Figure 1. Routing congestion map (run 1).
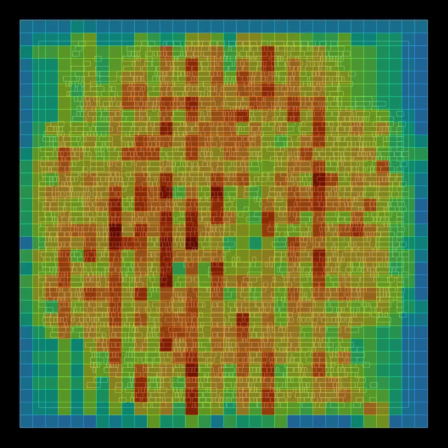
Figure 2. Placement by cell class (run 1).
Scale bar: 50 microns.
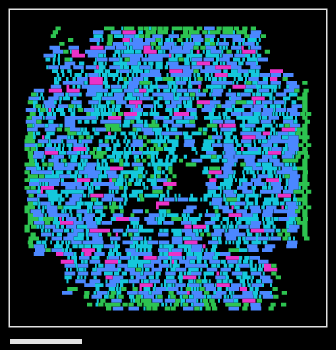
Figure 3. Where the registers sit (run 1).
Scale bar: 50 microns. Other sequential cells in the stronger gray, the rest of the logic in the fainter gray.
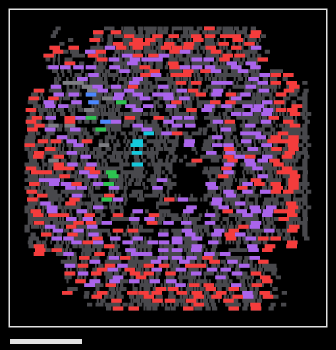
--- config.mk ---
export PLATFORM = sky130hd
export DESIGN_NAME = fft_spi_in
export DESIGN_NICKNAME = d
export VERILOG_FILES = /design/src/rtl/fft_spi_in.sv
export SDC_FILE = /design/constraint.sdc
export NUM_CORES = 1
export LEC_CHECK = 0
export CORE_MARGIN = 10
export CORE_UTILIZATION = 50
export DETAILED_ROUTE_END_ITERATION = 8
export HOLD_SLACK_MARGIN = 0.08
export PLACE_DENSITY = 0.8
export SLEW_MARGIN = 20
export SYNTH_ARGS = -nofsm -noshare
export SYNTH_HDL_FRONTEND = slang
export SYNTH_SLANG_ARGS = --single-unit
--- constraint.sdc ---
create_clock -name clk -period 2.9 [get_ports clk]
set_input_delay 0.87 -clock clk [delete_from_list [all_inputs] [get_ports clk]]
set_output_delay 0.87 -clock clk [all_outputs]
set_load 0.02 [all_outputs]
--- src/rtl/fft_spi_in.sv ---
// fft_spi_in: SPI mode-0 slave that deserializes N words of MSB bits (cs per word, word index kept across frames) into data_bus, pulsing data_valid per vector and word_err on aborted words; busy while a vector is partially received
module fft_spi_in #(
    parameter int N   = 32,
    parameter int MSB = 8
) (
    input  logic             clk,
    input  logic             rst,
    input  logic             sclk,
    input  logic             mosi,
    input  logic             cs,
    input  logic             clr,
    output logic [N*MSB-1:0] data_bus,
    output logic             data_valid,
    output logic             word_err,
    output logic             busy
);
    localparam int IW = $clog2(N);
    localparam int BW = $clog2(MSB);
    typedef enum logic [1:0] {IDLE, SHIFT, COMMIT} state_t;
    state_t                 state;
    logic                   sclk_s1, sclk_s2, sclk_d, mosi_s1, mosi_s2, cs_s1, cs_s2;
    logic [MSB-2:0]         shift_reg;
    logic [BW-1:0]          bit_cnt;
    logic [IW-1:0]          word_idx;
    logic [(N-1)*MSB-1:0]   buffer;
    logic                   rise;
    logic [MSB-1:0]         w;
    assign rise = sclk_s2 & ~sclk_d;
    assign w    = {shift_reg, mosi_s2};
    assign busy = (word_idx != '0) || (bit_cnt != '0);
    always_ff @(posedge clk) begin
        if (rst) begin
            {sclk_s1, sclk_s2, sclk_d, mosi_s1, mosi_s2} <= '0;
            {cs_s1, cs_s2} <= 2'b11;
            state      <= IDLE;
            shift_reg  <= '0;
            bit_cnt    <= '0;
            word_idx   <= '0;
            buffer     <= '0;
            data_bus   <= '0;
            data_valid <= 1'b0;
            word_err   <= 1'b0;
        end else begin
            {sclk_s2, sclk_s1} <= {sclk_s1, sclk};
            {mosi_s2, mosi_s1} <= {mosi_s1, mosi};
            {cs_s2, cs_s1}     <= {cs_s1, cs};
            sclk_d     <= sclk_s2;
            data_valid <= 1'b0;
            word_err   <= 1'b0;
            if (clr) begin
                bit_cnt   <= '0;
                word_idx  <= '0;
                shift_reg <= '0;
                state     <= cs_s2 ? IDLE : SHIFT;
            end else if (state == IDLE) begin
                state <= cs_s2 ? IDLE : SHIFT;
            end else begin
                if (state == COMMIT) word_idx <= '0;
                if (cs_s2) begin
                    state <= IDLE;
                    if (bit_cnt != '0) begin
                        word_err  <= 1'b1;
                        bit_cnt   <= '0;
                        shift_reg <= '0;
                    end
                end else begin
                    state <= SHIFT;
                    if (rise) begin
                        shift_reg <= w[MSB-2:0];
                        if (bit_cnt == BW'(MSB-1)) begin
                            bit_cnt <= '0;
                            // last word goes straight to data_bus with the buffered ones
                            if (word_idx == IW'(N-1)) begin
                                data_bus   <= {w, buffer};
                                data_valid <= 1'b1;
                                state      <= COMMIT;
                            end else begin
                                buffer[word_idx*MSB +: MSB] <= w;
                                word_idx <= word_idx + 1'b1;
                            end
                        end else begin
                            bit_cnt <= bit_cnt + 1'b1;
                        end
                    end
                end
            end
        end
    end
endmodule
==> ci_impl_report.md, run 1 <==
### Metrics collected by this job

| Metric | Value |
|---|---|
| PnR worst setup slack | `-0.0211 ns` |
| Status | `complete, but fails checks` |
| Main logic family | `simple AND/OR/NAND/NOR gates` |
| DR pass1 iterations | `6` |
| Vias per inst | `5.33` |
| TritonCTS Buffers | `52` |
| Syn_nets | `2,273` |
| Initial antenna violation count | `3` |
| Met3 Track Usage GR | `0.0620` |
| Placed instance area | `23,600 sq um` |
| Most frequent cells in the layout | `nand2_1 (572), dfxtp_1 (527), a21oi_1 (274)` |
| # Cells Yosys | `2,260` |
| Tool warnings | `36` |
| Die width | `221 microns` |
| Signal buffers | `345` |
| IO buf count | `264` |
| Failing checks | `negative setup slack` |
| Setup violations, final | `1` |
| Max Fclk | `0.342 GHz` |
| Adder share | `0.00434` |
Notes on Figure 1 above:
GRT busiest layer: met2
GRT met1 Usage: 0.291
gr usage total: 0.226

Notes on Figure 2 above:
Green is remaining buffers and delay cells, cells 345, share of their area 14%. Cyan is remaining logic cells, cells 1,565, share of their area 36%. Magenta is clock drivers and dummy loads, cells 94, share of their area 6.7%. Blue is registers, cells 529, share of their area 43%.

Notes on Figure 3 above:
Green is `shift_reg`, flops 7. Red is `data_bus`, flops 256, where spread over the die. Blue is `bit_cnt`, flops 3. Purple is `buffer`, flops 248. Cyan is `word_idx`, flops 5, where center.

run 1: worst max-delay path, delay by kind of cell (launching register included):
family	cells	cell delay, ns
simple gates	2	0.52
flops	1	0.32
fa+ha+maj	2	0.36
buf+inv	3	0.28
run 1: stage by stage:
stage,cells,setup TNS [ns]
finish,3058,-0.0211
global route,3058,-0.0742
CTS,3057,-0.0402
detailed placement,2960,-0.185
global placement,2960,0
floorplan,2260,0
run 1: cells in the mapped netlist, drive strengths merged, types with 2 or more instances:
cell type	n
a31oi	2
or4	3
nor3	14
or2	6
nor3b	2
a22oi	2
or3	5
nand3b	7
a21oi	274
mux2	2
nand3	54
o21ai	28
clkbuf	138
nor2	39
and4	4
inv	9
nor2b	20
nand4	21
and2	4
ha	7
nand2	576
dfxtp	529
buf	28
nor4	5
mux2i	220
nand2b	251
==> run 2: changes to the inputs <==
--- a/config.mk
+++ b/config.mk
@@ -5,11 +5,12 @@
 export SDC_FILE = /design/constraint.sdc
 export NUM_CORES = 1
 export LEC_CHECK = 0
+export CAP_MARGIN = 0
 export CORE_MARGIN = 10
-export CORE_UTILIZATION = 50
+export CORE_UTILIZATION = 40
 export DETAILED_ROUTE_END_ITERATION = 8
 export HOLD_SLACK_MARGIN = 0.08
-export PLACE_DENSITY = 0.8
+export PLACE_DENSITY = 0.67
 export SLEW_MARGIN = 20
 export SYNTH_ARGS = -nofsm -noshare
 export SYNTH_HDL_FRONTEND = slang
Figure 4. Where the registers sit (run 2).
Scale bar: 50 microns. Other sequential cells in the stronger gray, the rest of the logic in the fainter gray.
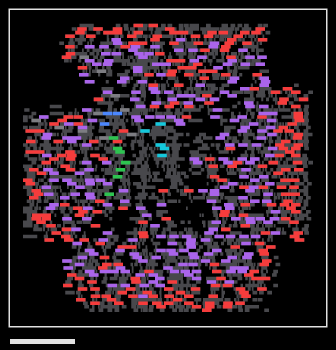
Green is `shift_reg`, flops 7. Purple is `buffer`, flops 248. Cyan is `word_idx`, flops 5, where center. Red is `data_bus`, flops 256, where spread over the die. Blue is `bit_cnt`, flops 3.

==> run 2 against run 1 <==
Net effect: the flow still finishes with violations (negative setup slack); non-clock buffer count is 1 higher; synthesized area unchanged; die area increased by 23%; largest cell class unchanged; critical path type unchanged; sequential share of layout area is 0.65 points lower; first-iteration DRC count decreased by 21%; synthesized cell count unchanged; utilization down 12 points.
==> ci_impl_report.md, run 2 <==
### Metrics collected by this job

| Metric | Value |
|---|---|
| Synth cell count leaders | `nand2_1 (572), dfxtp_1 (529), a21oi_1 (274)` |
| Vias per inst | `5.05 (-5.3%)` |
| Failing checks | `negative setup slack` |
| Gr usage total | `0.193 (-0.0336)` |
| GRT busiest layer | `met2` |
| Syn_nets | `2,273 (unchanged)` |
| TritonCTS Buffers | `53 (+1.9%)` |
| Most numerous cell in the Yosys netlist | `nand2_1` |
| Max Fclk | `0.342 GHz (-0.17%)` |
| Initial antenna violation count | `2 (-1)` |
| Setup violations, final | `1 (unchanged)` |
| Status | `complete, but fails checks` |
| GRT met1 Usage | `0.258 (-0.0328)` |
| Setup TNS | `-0.0262 ns (-0.00509 ns)` |
| Max_cap viols | `0` |
| Placed cells | `3,109 (+5.0%)` |
| PnR worst setup slack | `-0.0262 ns (-0.00509 ns)` |
| DR pass1 iterations | `5 (-1)` |
| Placed instance area | `23,900 sq um (+1.1%)` |
| Most frequent cells in the layout | `nand2_1 (572), dfxtp_1 (527), a21oi_1 (274)` |
| Met3 Track Usage GR | `0.0527 (-0.00928)` |
| Signal buffers | `346 (+0.29%)` |
| # Cells Yosys | `2,260 (unchanged)` |
| Die width | `245 microns (+11%)` |
| IO buf count | `264 (unchanged)` |
Figure 5. Placement by cell class (run 2).
Scale bar: 50 microns.
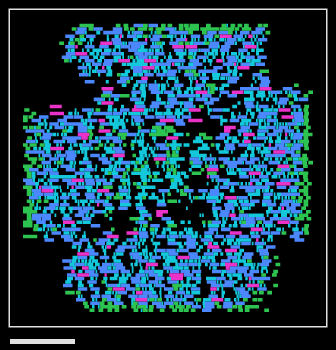
Green is remaining buffers and delay cells, cells 346, share of their area 14%. Cyan is remaining logic cells, cells 1,565, share of their area 36%. Blue is registers, cells 529, share of their area 43%. Magenta is clock drivers and dummy loads, cells 98, share of their area 7.3%.

run 2: critical path, cell delays in order, from the launching register on:
cell	delay, ns
dfxtp_2	0.32
inv_2	0.07
ha_4	0.13
nor3b_2	0.15
ha_2	0.23
inv_4	0.06
or3_4	0.36
buf_6	0.15
run 2: cell families (layout without fill, tap and decap cells):
kind of cell | count (synthesis) | in the layout | synth area share
AOI/OAI and AO/OA | 309 | 309 | 0.0775
buffers and inverters | 175 | 453 | 0.0352
DFF | 529 | 529 | 0.525
and+or+nand+nor | 1016 | 1016 | 0.246
adders and majority gates | 7 | 7 | 0.00434
xor gates and xnor gates | 2 | 2 | 0.00161
muxes | 222 | 222 | 0.110
run 2: what timing repair did:
action,CTS,global route
setup endpoints to repair,1,10
hold buffers,0,0
resized,12,3
setup buffers,3,0
pin swaps,3,0
==> run 3: changes to the inputs <==
--- a/config.mk
+++ b/config.mk
@@ -9,7 +9,7 @@
 export CORE_MARGIN = 10
 export CORE_UTILIZATION = 40
 export DETAILED_ROUTE_END_ITERATION = 8
-export HOLD_SLACK_MARGIN = 0.08
+export HOLD_SLACK_MARGIN = 0.02
 export PLACE_DENSITY = 0.67
 export SLEW_MARGIN = 20
 export SYNTH_ARGS = -nofsm -noshare
Figure 6. Routed clock nets over the placement (run 3).
Scale bar: 50 microns.
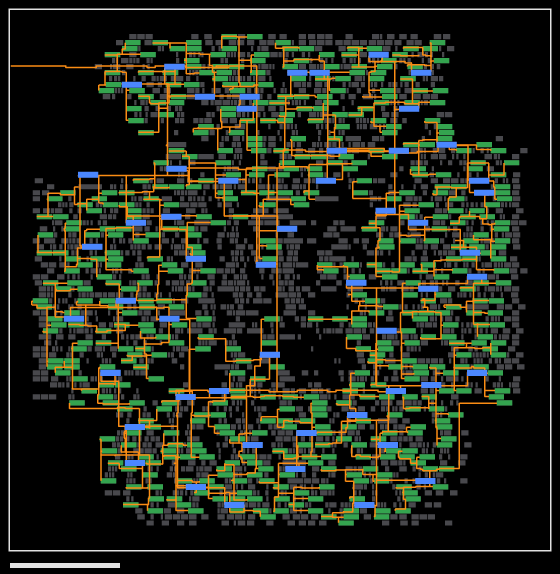
Blue is clock-net drivers, count 53. Green is flip-flops, count 529. Orange is clock wires, length 6,350 microns.
Position of the flops: spread over the die. There are 54 routed clock nets.

==> run 3 against run 2 <==
Net effect: the flow still finishes with violations (negative setup slack); via count stayed put; combinational power hardly changed; cell count stayed put; non-clock buffer count stayed put; total power stayed put; synthesized cell count stayed put.
==> ci_impl_report.md, run 3 <==
### Metrics collected by this job

| Metric | Value |
|---|---|
| Status | `complete, but fails checks` |
| Failing checks | `negative setup slack` |
| DR pass1 iterations | `5 (unchanged)` |
| Vias in the first global route | `15,800` |
| Gr usage total | `0.193 (unchanged)` |
| NonClk Buf Share | `0.136` |
| Worst r2r src | `word_idx[0]` |
| Vias per inst | `5.05 (unchanged)` |
| Most numerous logic cell after layout | `nand2_1` |
| Adder share | `0.00434 (unchanged)` |
| Compound Share, Synth | `0.0775 (unchanged)` |
| Initial antenna violation count | `2 (unchanged)` |
| IO buf count | `264 (unchanged)` |
| Die width | `245 microns (unchanged)` |
| Leading cell kind | `sequential cells` |
| Post-synth EDFFs | `0` |
| PnR worst setup slack | `-0.0262 ns (unchanged)` |
| N_taps | `672` |
| Main logic family | `simple AND/OR/NAND/NOR gates` |
| Crit-path cells | `inv_2, ha_4, nor3b_2, ha_2, inv_4, or3_4, buf_6` |
| Distinct cells, synth | `54` |
| Setup violations, final | `1 (unchanged)` |
| MUX share of area | `0.110 (unchanged)` |
| Most numerous cell in the Yosys netlist | `nand2_1` |
| Reg2reg end | `buffer[175]` |
| Signal buffers | `346 (unchanged)` |
| Crit-path leading delay family | `simple AND/OR/NAND/NOR gates` |
| Instance count on the critical path | `7 (unchanged)` |
| Post-synth area hogs | `dfxtp_1 (52%), mux2i_1 (11%), nand2_1 (11%)` |
| Most frequent cells in the layout | `nand2_1 (572), dfxtp_1 (527), a21oi_1 (274)` |
| CORE AREA | `50,100 sq um` |
| Switching portion of total power | `0.207` |
| CP bufs+invs | `3 (unchanged)` |
| Number of clock sinks | `529` |
| CP max-delay cell | `or3_4` |
| Synthesized instance count | `2,260` |
| Max_cap viols | `0 (unchanged)` |
| Logic area | `8960 sq um` |
| Syn_nets | `2,273 (unchanged)` |
| Clkbuf count | `78` |
| Routed Wire Length | `60,100 microns` |
| # hold bufs at CTS | `0 (unchanged)` |
| Yosys simple share | `0.246 (unchanged)` |
| # Cells Yosys | `2,260 (unchanged)` |
| TritonCTS Buffers | `53 (unchanged)` |
| Sw power | `3.01 mW` |
| Synth cell count leaders | `nand2_1 (572), dfxtp_1 (529), a21oi_1 (274)` |
| Setup TNS | `-0.0262 ns (unchanged)` |
| Crit path largest cell delay | `0.36 ns (about the same)` |
| Synth Area in XOR/XNOR | `0.00161 (unchanged)` |
Figure 7. Gate-type map (run 3).
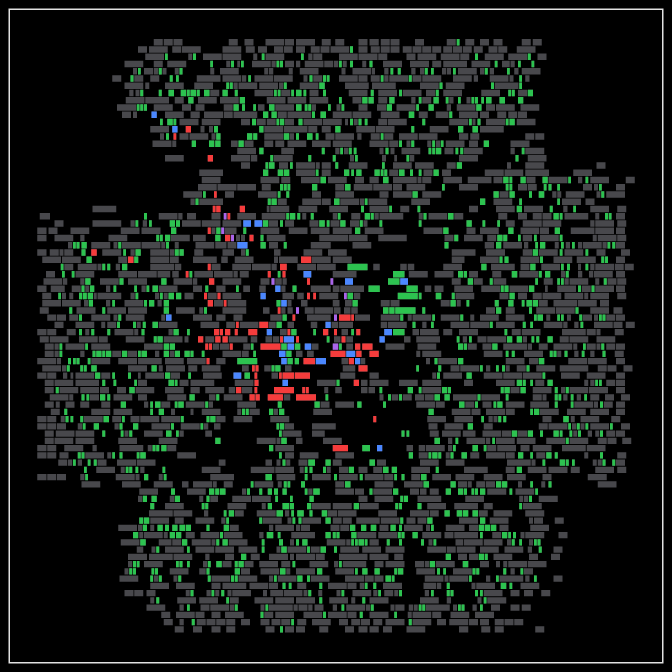
Purple is inv cells, cells 9, most used inv_1, where center. Blue is and/or cells, cells 27, where center. Green is nand cells, cells 909, most used nand2_1, where spread over the die. Red is nor cells, cells 80, most used nor2_1.

-- run 3: cell counts after synthesis --
Identical to the previous run, type by type.
-- run 3: layer usage --
layer  global-route usage  wire (microns)  part of all wire  vias up
li1                     -               -                 -     7884
met1                0.258           27400              0.46     7786
met2                0.300           26900              0.45      467
met3               0.0527            4420             0.073       78
met4               0.0533            1390             0.023        2
met5                    0              13           0.00022        -
-- run 3: through the flow --
stage          cells  setup slack [ns]  cell area [sq um]
2_1_floorplan   2260            0.0177              20200
3_3_place_gp    3109           -0.0347              23900
3_5_place_dp    3109           -0.0586              23900
4_1_cts         3210           -0.0554              25700
5_1_grt         3210           -0.0950              25700
6_report        3210           -0.0262              25700
-- run 3: what timing repair did --
item                                    in CTS  in global routing
setup buffers                                3                  0
pin swaps                                    3                  0
endpoints found under the setup margin       1                 10
resized                                     12                  3
Power is estimated from default activity; no workload was simulated.
